Fig. 1: run 1, signal wires on met1
Supply wires on this layer in gray.
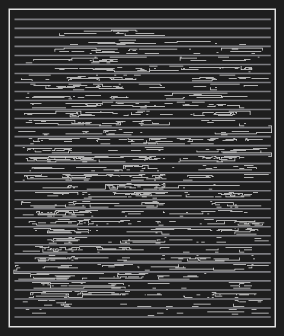
Fig. 2: run 1, the metal 2 layer
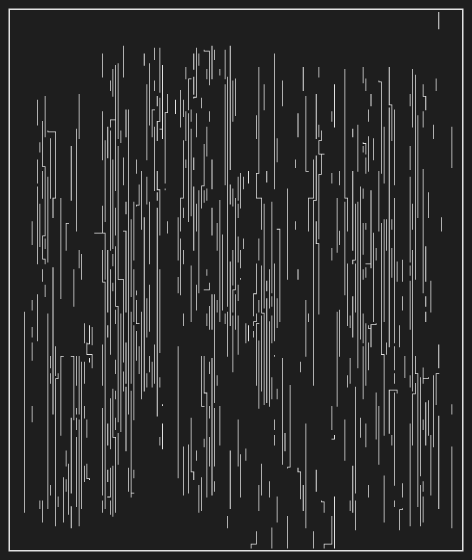
Fig. 3: run 1, M3 wires
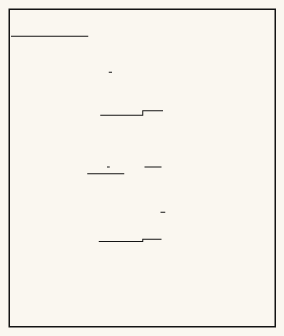
File: src/rtl/btn_conditioner.sv
// Push-button conditioner: synchronizer, debouncer and short/long/repeat press classifier.
// Optional auto-repeat is enabled by defining BTN_AUTOREPEAT_EN.
module btn_conditioner #(
    parameter int unsigned DEBOUNCE_CYCLES = 2000000,
    parameter int unsigned LONG_CYCLES     = 50000000,
    parameter int unsigned REPEAT_CYCLES   = 12500000
) (
    input  logic clk,
    input  logic rst,
    input  logic btn_n,
    output logic btn_level,
    output logic press_pulse,
    output logic short_pulse,
    output logic long_pulse,
    output logic repeat_pulse
);

    localparam int unsigned DB_W   = $clog2(DEBOUNCE_CYCLES + 1);
    localparam int unsigned HOLD_W = 26;

    typedef enum logic [1:0] {
        IDLE = 2'd0,
        HELD = 2'd1,
        LONG = 2'd2
    } state_t;

    logic [1:0]        sync;
    logic              btn_s;
    logic [DB_W-1:0]   db_cnt;
    logic [DB_W-1:0]   db_nxt;
    logic              toggle;
    logic              rise;
    logic              fall;
    logic [HOLD_W-1:0] hold_cnt;
    logic              hold_hit;
    logic              rep_hit;
    state_t            state;
    state_t            state_nxt;
    logic              press_d;
    logic              short_d;
    logic              long_d;
    logic              repeat_d;

    // Two-flop synchronizer on the raw active-low input; reset value reads as released.
    always_ff @(posedge clk or posedge rst) begin
        if (rst) begin
            sync <= 2'b11;
        end else begin
            sync <= {sync[0], btn_n};
        end
    end

    assign btn_s = ~sync[1];

    // Debounce: count consecutive disagreeing cycles, flip the level after DEBOUNCE_CYCLES of them.
    always_comb begin
        toggle = 1'b0;
        db_nxt = '0;
        if (btn_s != btn_level) begin
            if (db_cnt == DB_W'(DEBOUNCE_CYCLES - 1)) begin
                toggle = 1'b1;
            end else begin
                db_nxt = db_cnt + DB_W'(1);
            end
        end
    end

    assign rise     = toggle & ~btn_level;
    assign fall     = toggle & btn_level;
    assign hold_hit = (hold_cnt == HOLD_W'(LONG_CYCLES - 1));

    always_ff @(posedge clk or posedge rst) begin
        if (rst) begin
            db_cnt    <= '0;
            btn_level <= 1'b0;
        end else begin
            db_cnt    <= db_nxt;
            btn_level <= btn_level ^ toggle;
        end
    end

    // Hold counter is zero whenever not in HELD, so it starts from 0 on entry; saturates.
    always_ff @(posedge clk or posedge rst) begin
        if (rst) begin
            hold_cnt <= '0;
        end else if (state != HELD) begin
            hold_cnt <= '0;
        end else if (hold_cnt != '1) begin
            hold_cnt <= hold_cnt + HOLD_W'(1);
        end
    end

`ifdef BTN_AUTOREPEAT_EN
    localparam int unsigned RP_W = $clog2(REPEAT_CYCLES + 1);

    logic [RP_W-1:0] rep_cnt;
    logic            rep_wrap;

    assign rep_wrap = (rep_cnt == RP_W'(REPEAT_CYCLES - 1));
    assign rep_hit  = (state == LONG) && !fall && rep_wrap;

    always_ff @(posedge clk or posedge rst) begin
        if (rst) begin
            rep_cnt <= '0;
        end else if ((state != LONG) || rep_wrap) begin
            rep_cnt <= '0;
        end else begin
            rep_cnt <= rep_cnt + RP_W'(1);
        end
    end
`else
    assign rep_hit = 1'b0;
`endif

    // FSM state register.
    always_ff @(posedge clk or posedge rst) begin
        if (rst) begin
            state <= IDLE;
        end else begin
            state <= state_nxt;
        end
    end

    // Next state; a release in the threshold cycle takes priority over going long.
    always_comb begin
        state_nxt = state;
        case (state)
            IDLE: if (rise) state_nxt = HELD;
            HELD: begin
                if (fall) begin
                    state_nxt = IDLE;
                end else if (hold_hit) begin
                    state_nxt = LONG;
                end
            end
            LONG: if (fall) state_nxt = IDLE;
            default: state_nxt = IDLE;
        endcase
    end

    // Pulse decode, registered below so each strobe lines up with the edge that causes it.
    always_comb begin
        press_d  = 1'b0;
        short_d  = 1'b0;
        long_d   = 1'b0;
        repeat_d = 1'b0;
        case (state)
            IDLE: press_d = rise;
            HELD: begin
                short_d = fall;
                long_d  = !fall && hold_hit;
            end
            LONG: repeat_d = rep_hit;
            default: ;
        endcase
    end

    always_ff @(posedge clk or posedge rst) begin
        if (rst) begin
            press_pulse  <= 1'b0;
            short_pulse  <= 1'b0;
            long_pulse   <= 1'b0;
            repeat_pulse <= 1'b0;
        end else begin
            press_pulse  <= press_d;
            short_pulse  <= short_d;
            long_pulse   <= long_d;
            repeat_pulse <= repeat_d;
        end
    end

endmodule

File: config.mk
export PLATFORM = sky130hd
export DESIGN_NAME = btn_conditioner
export DESIGN_NICKNAME = d
export VERILOG_FILES = /design/src/rtl/btn_conditioner.sv
export SDC_FILE = /design/constraint.sdc
export NUM_CORES = 1
export LEC_CHECK = 0
export CAP_MARGIN = 5
export CELL_PAD_IN_SITES_DETAIL_PLACEMENT = 1
export CELL_PAD_IN_SITES_GLOBAL_PLACEMENT = 2
export CORE_ASPECT_RATIO = 1.2
export CORE_UTILIZATION = 40
export DETAILED_ROUTE_END_ITERATION = 8
export GPL_TIMING_DRIVEN = 0
export PLACE_DENSITY_LB_ADDON = 0.1
export REMOVE_ABC_BUFFERS = 1
export SYNTH_ARGS = -nofsm -noshare
export SYNTH_HDL_FRONTEND = slang
export SYNTH_SLANG_ARGS = --single-unit
File: constraint.sdc
create_clock -name clk -period 2.3 [get_ports clk]
set_clock_uncertainty 0.1 [all_clocks]
set_input_delay 0.46 -clock clk [delete_from_list [all_inputs] [get_ports clk]]
set_output_delay 0.46 -clock clk [all_outputs]
set_load 0.02 [all_outputs]
==> impl_metrics.env, run 1 <==
# yosys + openroad results
export IMPL_status="complete, no violations"
export IMPL_i_o_pin_count=8
export IMPL_power_combinational_uw=43.9
export IMPL_detail_route_wl_per_cell_um=17.2
export IMPL_dr_max_layer_used="met4"
export IMPL_top_area_cell_class="logic gates"
export IMPL_cts_post_setup_buffers_inserted=6
export IMPL_pwr_density_cell_nw_per_um2=491
export IMPL_met2RoutedLength_mm=3.69
export IMPL_crit_path_max_fanout=6
export IMPL_setup_repair_after_global_routing_missed_its_margin="false"
export IMPL_grt_pass1_wl_mm=11.6
export IMPL_timing_worst_slew_pin_value_ns=1.13
export IMPL_log_warning_count=26
export IMPL_floorplanUtilization=0.418
export IMPL_signal_buffers=19
export IMPL_category_of_cells_accounting_for_the_largest_share_of_critical_path_delay="simple AND/OR/NAND/NOR gates"
export IMPL_layout_buffer_nonclock_area_share=0.0520
export IMPL_synth_top_cell_by_area="dfrtp_1"
export IMPL_post_synth_inst_count=303
export IMPL_netlist_top_cell_by_instances="dfrtp_1"
export IMPL_worst_r2r_setup_slack_ns=0.12
export IMPL_hold_slack_ns=0.269
export IMPL_hold_depth=0
export IMPL_critical_path_cell_chain="ha_2 > and3_1 > nand4_1 > nor4_4 > buf_4 > or4_1 > a21oi_1"
export IMPL_worst_hold_path_endpoint="sync[1]$_DFF_PP1_"
export IMPL_drt_drc_violations_left=0
export IMPL_number_of_distinct_library_cells_after_synthesis=51
export IMPL_layout_top_cell_excl_fill_tap="nor2_1"
export IMPL_power_leader="sequential cells"
export IMPL_vias_per_cell=5.64
export IMPL_nClkBuffers=6
export IMPL_nFillCells=788
export IMPL_hold_path_class="register to register"
export IMPL_reg2reg_to="hold_cnt[19]$_DFFE_PP0P_"
export IMPL_worst_setup_path_end_kind="register"
export IMPL_static_leakage_power_nw=1.35
export IMPL_antenna_cells=0
export IMPL_postLayoutCellArea_sq_um=3270
export IMPL_dp_worst_setup_slack_ns=-0.519
export IMPL_post_route_period_util=0.950
export IMPL_layout_area_comb_sq_um=1480
export IMPL_cts_resized=5
export IMPL_netSwitchingFraction=0.233
export IMPL_clockNetworkAreaShare=0.0302
export IMPL_grt_pass1_vias=2364
export IMPL_detailed_place_area_sq_um=3030
export IMPL_worst_path_largest_cell_delay_ns=0.50
export IMPL_comb_share=0.451
export IMPL_worst_setup_path_type="register to register"
export IMPL_report_final_hold_viol_count=0
export IMPL_cp_arrival_ns=2.33
export IMPL_seq_cells=55
export IMPL_cts_tree="yes"
export IMPL_postRouteAntennaNets=0
export IMPL_multi_input_comb_cells=227
export IMPL_synth_async_sr_flop_share=1.00
export IMPL_dpl_hpwl_mm=4.70
export IMPL_timing_final_setup_violations=0
export IMPL_clock_root_buffer_master="clkbuf_8"
export IMPL_share_clk_of_total_power=0.362
export IMPL_power_net_switching_uw=374
export IMPL_core_region_area_sq_um=6940
export IMPL_grt_max_degree=30
export IMPL_cts_hold_buf=0
export IMPL_die_height_um=95.3
export IMPL_dpl_cells=383
export IMPL_grt_antenna_before_repair=0
export IMPL_netlist_area_sq_um=2900
export IMPL_beginning_of_the_critical_path="hold_cnt[0]$_DFFE_PP0P_"
export IMPL_drv_cap=0
export IMPL_cell_internal_pwr_mw=1.23
export IMPL_min_delay_start="sync[0]$_DFF_PP1_"
export IMPL_top_cells_by_area="dfrtp_1, nor2_1, xor2_1"
export IMPL_register_share_of_the_cell_area=0.425
export IMPL_fin_nets=322
export IMPL_drive_gt1_frac=0.161
export IMPL_worstSetupPathDepth=7
export IMPL_crit_slowest_cell="or4_1"
export IMPL_period_needed_ns=2.18
export IMPL_number_of_buffers_created_by_cts=5
export IMPL_clock_fmax_mhz=458
export IMPL_die_width_um=79.8
export IMPL_crit_path_end="hold_cnt[19]$_DFFE_PP0P_"
export IMPL_drv_slew=0
export IMPL_power_frac_comb=0.027
export IMPL_cell_count_in_the_yosys_report=303
export IMPL_max_slew_margin=0.248
export IMPL_setup_tns_ns=0
export IMPL_prevailing_post_synth_register_cell="dfrtp_1"
export IMPL_netlist_area_leader_share=0.457
export IMPL_io_buffers=6
export IMPL_final_setup_worst_slack_ns=0.115
export IMPL_final_core_utilization=0.472
export IMPL_cts_htree_levels=2
export IMPL_routabilityCongestion=0.770
export IMPL_tritoncts_num_sinks=55
export IMPL_ys_seq_frac=0.475
export IMPL_signal_inverters=7
export IMPL_cell_types_with_the_highest_counts_after_synthesis="dfrtp_1, nor2_1, nand2_1"
export IMPL_ys_warnings=0
export IMPL_regToRegStartpoint="hold_cnt[0]$_DFFE_PP0P_"
export IMPL_pwr_group_sequential_uw=981
export IMPL_avgSynthCellArea_sq_um=9.58
export IMPL_worst_setup_path_start_kind="register"
export IMPL_wl_met3_um=79
export IMPL_floorplan_rows=33
export IMPL_r2r_cells=7
export IMPL_final_seq_area_sq_um=1390
export IMPL_report_power_total_mw=1.61
export IMPL_area_delta_synth_final_pct=12.7
export IMPL_registers_synthesis=55
export IMPL_post_layout_nonfiller_instances=403
export IMPL_globalRoute_totalOverflow=0
export IMPL_met1Wirelength_mm=3.04
export IMPL_clock_tree_buffer_depth=2
export IMPL_detailedRoute_firstPassIterationCount=4
export IMPL_worstPathRequired_ns=2.44
export IMPL_critPathBufInv=1
export IMPL_peakVddDrop_v=0.000303
export IMPL_tapcell_inserted=87
export IMPL_initialDrtViolationCount=84
export IMPL_clkLatencyLatePin_ns=0.32
export IMPL_p_clk_uw=582
export IMPL_chip_area_sq_um=7600
export IMPL_yosys_stat_chipArea_sq_um=2900
export IMPL_groute_usage_overall=0.199
export IMPL_power_sequential_fraction=0.610
export IMPL_enable_flop_cells=0
export IMPL_mostFrequentLayoutCells="nor2_1, dfrtp_1, nand2_1, nand3_1"
export IMPL_worst_setup_hold_path_clk_slew_ns=0.10
Notes on Fig. 1 above:
longest straight run: 20.2 um
wire length on this layer: 3,040 um
total routed wirelength: 6.92 mm
via count: 2,273
GRT met1 Usage: 0.229

Notes on Fig. 2 above:
longest straight run: 53.7 um
main direction: vertical
met2 routing resource usage after global routing: 0.369

Notes on Fig. 3 above:
longest straight run: 23.0 um
main direction: horizontal
wire length on this layer: 79.5 um
share of all routed wire: 1.2%
nets with wire on the layer: 3
GR Layer Usage met3: 0.0344

run 1: sequential cells by signal, indices dropped and copies added (netlist names):
signal / cells
press_pulse: 1
sync: 2
state: 2
long_pulse: 1
short_pulse: 1
btn_level: 1
db_cnt: 21
hold_cnt: 26
run 1: per-layer routing:
layer	up-vias	track usage
li1	1095	-
met1	1162	0.229
met2	8	0.369
met3	8	0.0344
met4	0	0.0699
met5	-	0
run 1: cells by family after synthesis:
| logic type | synth area share |
|---|---|
| and+or+nand+nor | 0.302 |
| AOI/OAI and AO/OA | 0.0763 |
| muxes | 0.0103 |
| other | 0.00129 |
| xor gates and xnor gates | 0.0845 |
| DFF | 0.475 |
| adders and majority gates | 0.0172 |
| buffers and inverters | 0.0328 |
==> run 1 -> run 2 <==
--- a/config.mk
+++ b/config.mk
@@ -5,7 +5,7 @@
 export SDC_FILE = /design/constraint.sdc
 export NUM_CORES = 1
 export LEC_CHECK = 0
-export CAP_MARGIN = 5
+export CAP_MARGIN = 10
 export CELL_PAD_IN_SITES_DETAIL_PLACEMENT = 1
 export CELL_PAD_IN_SITES_GLOBAL_PLACEMENT = 2
 export CORE_ASPECT_RATIO = 1.2
==> run 2 against run 1 <==
  * Wire length stayed put
  * Power unchanged
  * Setup slack unchanged
  * Sequential share of layout area did not move
  * Critical path depth unchanged
  * Die area is the same
  * Cell area stayed put
  * Global-route usage stayed put
  * Flip-flop count stayed put
  * Final cell count unchanged
  * Clock power barely moved
  * Highest routed layer unchanged
==> impl_metrics.env, run 2 <==
# yosys + openroad results
export IMPL_crit_path_end="hold_cnt[19]$_DFFE_PP0P_"
export IMPL_largest_register_ffs=26
export IMPL_grt_antenna_before_repair=0
export IMPL_die_height_um=95.3
export IMPL_clock_fmax_mhz=458
export IMPL_worst_setup_path_end_kind="register"
export IMPL_gr_usage_met2=0.369
export IMPL_netSwitchingFraction=0.233
export IMPL_antenna_cells=0
export IMPL_post_synth_inst_count=303
export IMPL_chip_area_sq_um=7600
export IMPL_largestRegisters="hold_cnt (26), db_cnt (21)"
export IMPL_yosys_area_share_xor_xnor=0.0845
export IMPL_crit_path_max_fanout=6
export IMPL_initialDrtViolationCount=84
export IMPL_timing_worst_slew_pin_value_ns=1.13
export IMPL_gr_layer_usage_met3=0.0344
export IMPL_netlist_area_leader_share=0.457
export IMPL_category_of_cells_accounting_for_the_largest_share_of_critical_path_delay="simple AND/OR/NAND/NOR gates"
export IMPL_static_leakage_power_nw=1.35
export IMPL_critPathBufInv=1
export IMPL_ys_seq_frac=0.475
export IMPL_setup_tns_ns=0
export IMPL_drv_slew=0
export IMPL_power_combinational_uw=43.9
export IMPL_yosys_stat_chipArea_sq_um=2900
export IMPL_drv_cap=0
export IMPL_postRouteAntennaNets=0
export IMPL_floorplan_rows=33
export IMPL_worstPathRequired_ns=2.44
export IMPL_clock_tree_buffer_depth=2
export IMPL_crit_slowest_cell="or4_1"
export IMPL_synth_async_sr_flop_share=1.00
export IMPL_groute_layer_met1_usage=0.229
export IMPL_worst_path_largest_cell_delay_ns=0.50
export IMPL_setup_repair_after_global_routing_missed_its_margin="false"
export IMPL_report_power_total_mw=1.61
export IMPL_worst_setup_hold_path_clk_slew_ns=0.10
export IMPL_synth_top_cell_by_area="dfrtp_1"
export IMPL_globalRoute_totalOverflow=0
export IMPL_clock_root_buffer_master="clkbuf_8"
export IMPL_i_o_pin_count=8
export IMPL_worst_r2r_setup_slack_ns=0.12
export IMPL_power_leader="sequential cells"
export IMPL_max_slew_margin=0.248
export IMPL_p_clk_uw=582
export IMPL_pwr_density_cell_nw_per_um2=491
export IMPL_min_delay_start="sync[0]$_DFF_PP1_"
export IMPL_worst_hold_path_endpoint="sync[1]$_DFF_PP1_"
export IMPL_worst_setup_path_type="register to register"
export IMPL_r2r_cells=7
export IMPL_cts_htree_levels=2
export IMPL_dp_worst_setup_slack_ns=-0.519
export IMPL_netlist_top_cell_by_instances="dfrtp_1"
export IMPL_regToRegStartpoint="hold_cnt[0]$_DFFE_PP0P_"
export IMPL_status="complete, no violations"
export IMPL_worst_setup_path_start_kind="register"
export IMPL_synthAoiAreaFrac=0.0763
export IMPL_global_route_peak_usage_layer="met2"
export IMPL_hold_slack_ns=0.269
[run 2: what timing repair did]
| action | in CTS | in global routing |
|---|---|---|
| pin swaps | 3 | 2 |
| gates resized | 5 | 15 |
| endpoints found under the setup margin | 42 | 32 |
| hold endpoints to repair | 0 | 0 |
| setup buffers | 6 | 6 |
[run 2: stage by stage]
| step | utilization | instance area (sq um) |
|---|---|---|
| global route | 0.472 | 3270 |
| finish | 0.472 | 3270 |
| floorplan | - | 2830 |
| global placement | 0.433 | 3000 |
| CTS | 0.461 | 3200 |
| detailed placement | 0.437 | 3030 |
[run 2: final cells by class]
cell class                      count  area [sq um]
Clock buffer                        6          82.6
Clock inverter                      2          16.3
Fill cell                         788          3670
Inverter                            7          26.3
Multi-Input combinational cell    227          1480
Sequential cell                    55          1390
Tap cell                           87           109
Timing Repair Buffer               19           170
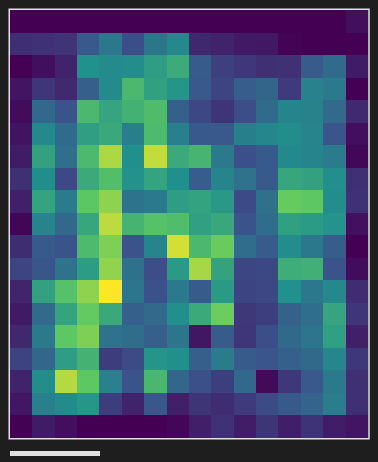
Fig. 4. Wiring heat map (run 2).
The bar under the picture is 20 um long. 16 x 19 tiles, from dark purple (low) to yellow (high), scaled to the fullest tile. Values are wire area over tile area, all layers added.
emptiest ninth of the die: north-east
tiles over half the peak: 25%
mean over tiles: 0.14
fullest tile: 0.40
aggregate global-route resource usage: 0.199
average wire per cell in the routed design: 17.2 um

Power and IR drop assume default switching activity.
